Fig. 1: run 1, cell density map
Drawn at 3 px/um. 10 x 10 tiles, from dark purple (low) to yellow (high), 0 to 100% covered.
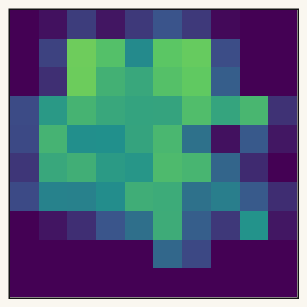
Fig. 2: run 1, selected gate families
Drawn at 4 px/um.
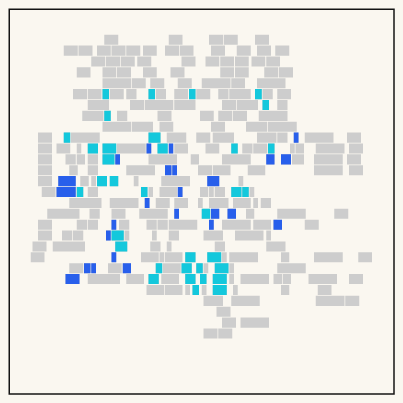
Fig. 3: run 1, register map, names as in the netlist
Drawn at 4 px/um. Other sequential cells in the stronger gray, the rest of the logic in the fainter gray.
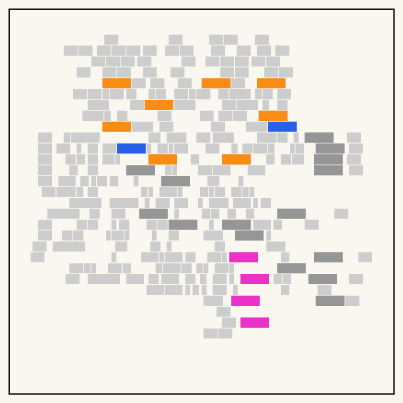
--- config.mk ---
export PLATFORM = sky130hd
export DESIGN_NAME = latch_write_sequencer
export DESIGN_NICKNAME = d
export VERILOG_FILES = /design/src/rtl/latch_seq_pkg.sv /design/src/rtl/rr_arbiter.sv /design/src/rtl/latch_write_sequencer.sv
export SDC_FILE = /design/constraint.sdc
export NUM_CORES = 1
export LEC_CHECK = 0
export CAP_MARGIN = 10
export CORE_MARGIN = 5
export CORE_UTILIZATION = 25
export CTS_CLUSTER_SIZE = 8
export DETAILED_ROUTE_END_ITERATION = 6
export PLACE_DENSITY = 0.61
export SYNTH_ARGS = -nofsm -noshare
export SYNTH_HDL_FRONTEND = slang
export SYNTH_SLANG_ARGS = --single-unit
--- constraint.sdc ---
create_clock -name Clk -period 2.85 [get_ports Clk]
set_input_delay 0.57 -clock Clk [delete_from_list [all_inputs] [get_ports Clk]]
set_output_delay 0.57 -clock Clk [all_outputs]
set_load 0.02 [all_outputs]
--- src/rtl/latch_seq_pkg.sv ---
// latch_seq_pkg: shared state encoding and default sizes for the latch write sequencer
package latch_seq_pkg;
  typedef enum logic [1:0] {IDLE = 2'd0, SETUP = 2'd1, OPEN = 2'd2, HOLD = 2'd3} state_e;
  localparam int NREQ_DEF = 4;
  localparam int WIDTH_DEF = 8;
  localparam int DEPTH_DEF = 4;
endpackage

--- src/rtl/rr_arbiter.sv ---
// rr_arbiter: combinational round-robin pick, searching upward from ptr_i with wrap
module rr_arbiter #(
  parameter int NREQ = 4,
  parameter int IW = $clog2(NREQ)
) (
  input  logic [NREQ-1:0] req_i,
  input  logic [IW-1:0]   ptr_i,
  output logic [NREQ-1:0] gnt_o,
  output logic [IW-1:0]   idx_o
);
  always_comb begin
    gnt_o = '0;
    idx_o = '0;
    for (int i = NREQ - 1; i >= 0; i--) begin
      if (req_i[(int'(ptr_i) + i) % NREQ]) begin
        gnt_o = '0;
        gnt_o[(int'(ptr_i) + i) % NREQ] = 1'b1;
        idx_o = IW'((int'(ptr_i) + i) % NREQ);
      end
    end
  end
endmodule

--- src/rtl/latch_write_sequencer.sv ---
// latch_write_sequencer: arbitrates requesters and drives a latch bank with SETUP/OPEN/HOLD
module latch_write_sequencer
  import latch_seq_pkg::*;
#(
  parameter int NREQ = NREQ_DEF,
  parameter int WIDTH = WIDTH_DEF,
  parameter int DEPTH = DEPTH_DEF,
  parameter int AW = $clog2(DEPTH)
) (
  input  logic                  Clk,
  input  logic                  Reset,
  input  logic [NREQ-1:0]       Req,
  input  logic [NREQ*AW-1:0]    ReqAddr,
  input  logic [NREQ*WIDTH-1:0] ReqData,
  output logic [NREQ-1:0]       Grant,
  output logic [NREQ-1:0]       Ack,
  output logic [DEPTH-1:0]      LatchEn,
  output logic [WIDTH-1:0]      LatchD,
  output logic                  Busy
);
  localparam int IW = $clog2(NREQ);
  state_e state_q, state_d;
  logic [IW-1:0] ptr_q, ptr_d, idx_q, idx_d, win_idx;
  logic [NREQ-1:0] win_gnt, grant_q, grant_d, ack_q, ack_d;
  logic [AW-1:0] addr_q, addr_d;
  logic [WIDTH-1:0] data_q, data_d;
  logic [DEPTH-1:0] en_q, en_d, dec;
  logic busy_q, busy_d;
  rr_arbiter #(.NREQ(NREQ), .IW(IW)) u_arb (
    .req_i(Req),
    .ptr_i(ptr_q),
    .gnt_o(win_gnt),
    .idx_o(win_idx)
  );
  // out-of-range addresses match no bit, so the bank is left untouched
  for (genvar g = 0; g < DEPTH; g++) begin : g_dec
    assign dec[g] = addr_q == AW'(g);
  end
  always_comb begin
    state_d = state_q;
    ptr_d = ptr_q;
    idx_d = idx_q;
    addr_d = addr_q;
    data_d = data_q;
    grant_d = grant_q;
    case (state_q)
      IDLE: if (|Req) begin
        state_d = SETUP;
        idx_d = win_idx;
        grant_d = win_gnt;
        addr_d = ReqAddr[int'(win_idx)*AW +: AW];
        data_d = ReqData[int'(win_idx)*WIDTH +: WIDTH];
      end
      SETUP: state_d = OPEN;
      OPEN: state_d = HOLD;
      default: begin
        state_d = IDLE;
        grant_d = '0;
        ptr_d = (int'(idx_q) == NREQ - 1) ? '0 : idx_q + 1'b1;
      end
    endcase
    en_d = (state_d == OPEN) ? dec : '0;
    ack_d = (state_d == HOLD) ? grant_q : '0;
    busy_d = state_d != IDLE;
  end
  always_ff @(posedge Clk) begin
    if (Reset) begin
      state_q <= IDLE;
      ptr_q <= '0;
      idx_q <= '0;
      addr_q <= '0;
      data_q <= '0;
      grant_q <= '0;
      ack_q <= '0;
      en_q <= '0;
      busy_q <= 1'b0;
    end else begin
      state_q <= state_d;
      ptr_q <= ptr_d;
      idx_q <= idx_d;
      addr_q <= addr_d;
      data_q <= data_d;
      grant_q <= grant_d;
      ack_q <= ack_d;
      en_q <= en_d;
      busy_q <= busy_d;
    end
  end
  assign Grant = grant_q;
  assign Ack = ack_q;
  assign LatchEn = en_q;
  assign LatchD = data_q;
  assign Busy = busy_q;
endmodule

==> flow_metrics.env, run 1 <==
# physical design summary
export IMPL_dieArea_mm2=0.00918
export IMPL_met2_usage=0.164
export IMPL_clkLatencyLatePin_ns=0.27
export IMPL_hold_start="addr_q[1]"
export IMPL_synth_top_cell_by_count="dfxtp_1"
export IMPL_wl_met3_um=217
export IMPL_power_leader="combinational logic"
export IMPL_rr_endpoint="LatchD[5]"
export IMPL_grt_usage=0.102
export IMPL_pg_clk_mw=0.337
export IMPL_pwr_share_seq=0.299
export IMPL_grt_max_degree=21
export IMPL_endpoint="LatchD[5]"
export IMPL_hold_depth=1
export IMPL_vdd_drop_max_uv=292
export IMPL_status="finished clean"
export IMPL_dr_pass1_iters=4
export IMPL_pwr_share_clk=0.169
export IMPL_cp_start_kind="primary input"
export IMPL_lay_top_cells="clkdlybuf4s50_1 (66), dfxtp_1 (29), mux2i_1 (21)"
export IMPL_ys_types=42
export IMPL_max_slew_margin=0.526
export IMPL_ios=67
export IMPL_end_kind="register"
export IMPL_area_leaders="dfxtp_1 (32%), mux2i_1 (11%), ha_1 (8.2%), mux2_4 (6.5%), mux4_2 (4.9%)"
export IMPL_warnings=35
export IMPL_numCtsBuffers=5
export IMPL_grt_pass1_vias=1564
export IMPL_edf_count=0
export IMPL_ant_nets=0
export IMPL_power_density_mw_per_mm2=712
export IMPL_vias_per_cell=4.46
Notes on Fig. 1 above:
The densest ninth of the die: center. The fullest tile reaches 78%. The mean over all tiles is 29%. The emptiest ninth of the die: lower left. 4.0% of the tiles are over 75% full. 29% of the tiles are nearly empty.
core area: 0.00721 mm^2
Layout Utilization: 0.389

Notes on Fig. 2 above:
nor cells: shown in blue, cells 25, most used nor2_1. aoi and oai cells: shown in cyan, cells 35, most used o21ai_1.
Layout Cells excl Fill: 368
logic share of the area: 0.416
most frequent logic cell in the layout: clkdlybuf4s50_1

Notes on Fig. 3 above:
`Grant`: shown in magenta, placed flops 4. `addr_q`: shown in blue, placed flops 2. `LatchD`: shown in orange, placed flops 8, where top center.
Another 15 sequential cells are not colored.
register area: 581 um^2
Seq area share: 0.207
Seq. pwr: 0.597 mW

## run 1: kinds of logic after synthesis
kind of cell | Yosys count | share of synthesized area
AND-OR/OR-AND | 37 | 0.139
buffers and inverters | 20 | 0.0503
flip-flops | 29 | 0.315
adder cells (fa/ha/maj) | 12 | 0.0815
multiplexers | 33 | 0.228
AND/OR/NAND/NOR | 58 | 0.186
## run 1: through the flow
stage               hold slack [ns]  utilization  std cells  total power [mW]  worst slack (ns)
floorplan                     0.430            -        189              1.27             0.437
global placement              0.450        0.377        361              1.66             0.109
detailed placement            0.454        0.377        361              1.68            0.0252
CTS                           0.468        0.389        368              2.02             0.309
global route                  0.495        0.389        368              2.14             0.242
finish                        0.465        0.389        368              2.00             0.316
==> run 2: changes to the inputs <==
--- a/config.mk
+++ b/config.mk
@@ -6,11 +6,13 @@
 export NUM_CORES = 1
 export LEC_CHECK = 0
 export CAP_MARGIN = 10
+export CELL_PAD_IN_SITES_DETAIL_PLACEMENT = 0
+export CELL_PAD_IN_SITES_GLOBAL_PLACEMENT = 1
 export CORE_MARGIN = 5
 export CORE_UTILIZATION = 25
 export CTS_CLUSTER_SIZE = 8
 export DETAILED_ROUTE_END_ITERATION = 6
-export PLACE_DENSITY = 0.61
+export PLACE_DENSITY = 0.74
 export SYNTH_ARGS = -nofsm -noshare
 export SYNTH_HDL_FRONTEND = slang
 export SYNTH_SLANG_ARGS = --single-unit
==> constraint.sdc (replaced) <==
create_clock -name Clk -period 2.9 [get_ports Clk]
set_input_delay 0.58 -clock Clk [delete_from_list [all_inputs] [get_ports Clk]]
set_output_delay 0.58 -clock Clk [all_outputs]
set_load 0.02 [all_outputs]
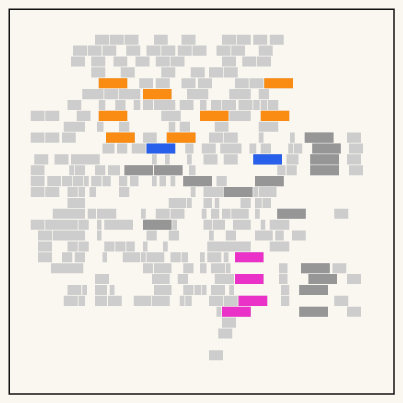
Fig. 4. Register map, names as in the netlist (run 2).
Drawn at 4 px/um. Other sequential cells in the stronger gray, the rest of the logic in the fainter gray.
`Grant`: shown in magenta, placed flops 4. `LatchD`: shown in orange, placed flops 8. `addr_q`: shown in blue, placed flops 2.
Another 15 sequential cells are not colored.
Layout Utilization: 0.393
Seq area share: 0.205

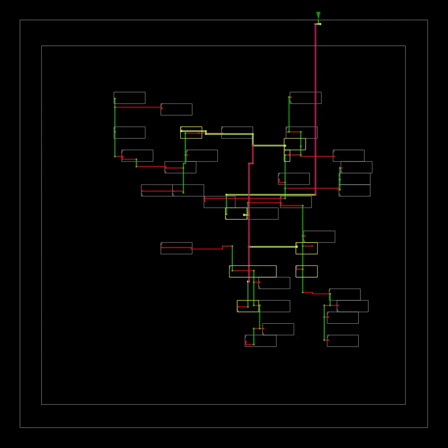
Fig. 5. Clock routing (run 2).
Latency at later pin: 0.28 ns
Clk power: 0.430 mW
number of buffers created by CTS: 5

==> run 2 against run 1 <==
Total power grew 3.1%; global-route usage grew 0.059 points; highest routed layer unchanged; critical endpoint is now addr_q[0]; clock skew shrank 0.0020 ns; largest cell class unchanged.
==> flow_metrics.env, run 2 <==
# physical design summary
export IMPL_status="finished clean"
export IMPL_ant_nets=0
export IMPL_lay_top_count="clkdlybuf4s50_1"
export IMPL_rr_endpoint="addr_q[0]"
export IMPL_ys_top_logic_family="multiplexers"
export IMPL_endpoint="addr_q[0]"
export IMPL_vdd_drop_max_uv=241
export IMPL_power_density_mw_per_mm2=726
export IMPL_lay_top_cells="clkdlybuf4s50_1 (66), dfxtp_1 (29), mux2i_1 (21)"
export IMPL_wl_met3_um=209
export IMPL_register_area_um2=581
export IMPL_met2_usage=0.160
export IMPL_power_leader="combinational logic"
export IMPL_dr_pass1_iters=6
export IMPL_simple_gate_share=0.186
export IMPL_ios=67
export IMPL_end_kind="register"
export IMPL_synth_top_cell_by_count="dfxtp_1"
export IMPL_pwr_share_seq=0.287
export IMPL_grt_usage=0.102
export IMPL_compound_area_frac=0.139
export IMPL_comb_share=0.412
export IMPL_pg_seq_mw=0.591
export IMPL_pwr_share_clk=0.208
export IMPL_grt_max_degree=21
export IMPL_ys_sh_mux=0.228
export IMPL_hold_start="idx_q[1]"
export IMPL_area_leaders="dfxtp_1 (32%), mux2i_1 (11%), ha_1 (8.2%), mux2_4 (6.5%), mux4_2 (4.9%)"
export IMPL_edf_count=0
## run 2: worst register-to-register path, stage by stage, from the launching register on
cell       delay (ns)
dfxtp_1          0.33
buf_4            0.24
mux4_2           0.55
nor2b_4          0.15
or2_1            0.22
a21o_1           0.23
mux2i_1          0.15
a2111oi_1        0.40
## run 2: stage by stage
stage	std cells	total power, mW	setup slack (ns)	util	hold slack (ns)
floorplan	189	1.25	0.487	-	0.430
global placement	361	1.64	0.130	0.377	0.450
detailed placement	361	1.65	0.0580	0.377	0.457
CTS	369	2.09	0.365	0.393	0.466
global route	369	2.21	0.207	0.393	0.499
finish	369	2.06	0.341	0.393	0.462
## run 2: cell families after synthesis
group                    Yosys count
AND-OR/OR-AND                     37
AND/OR/NAND/NOR                   58
adder cells (fa/ha/maj)           12
buffers and inverters             20
flip-flops                        29
multiplexers                      33
No activity file was given, so power comes from the tool's default toggle rates.
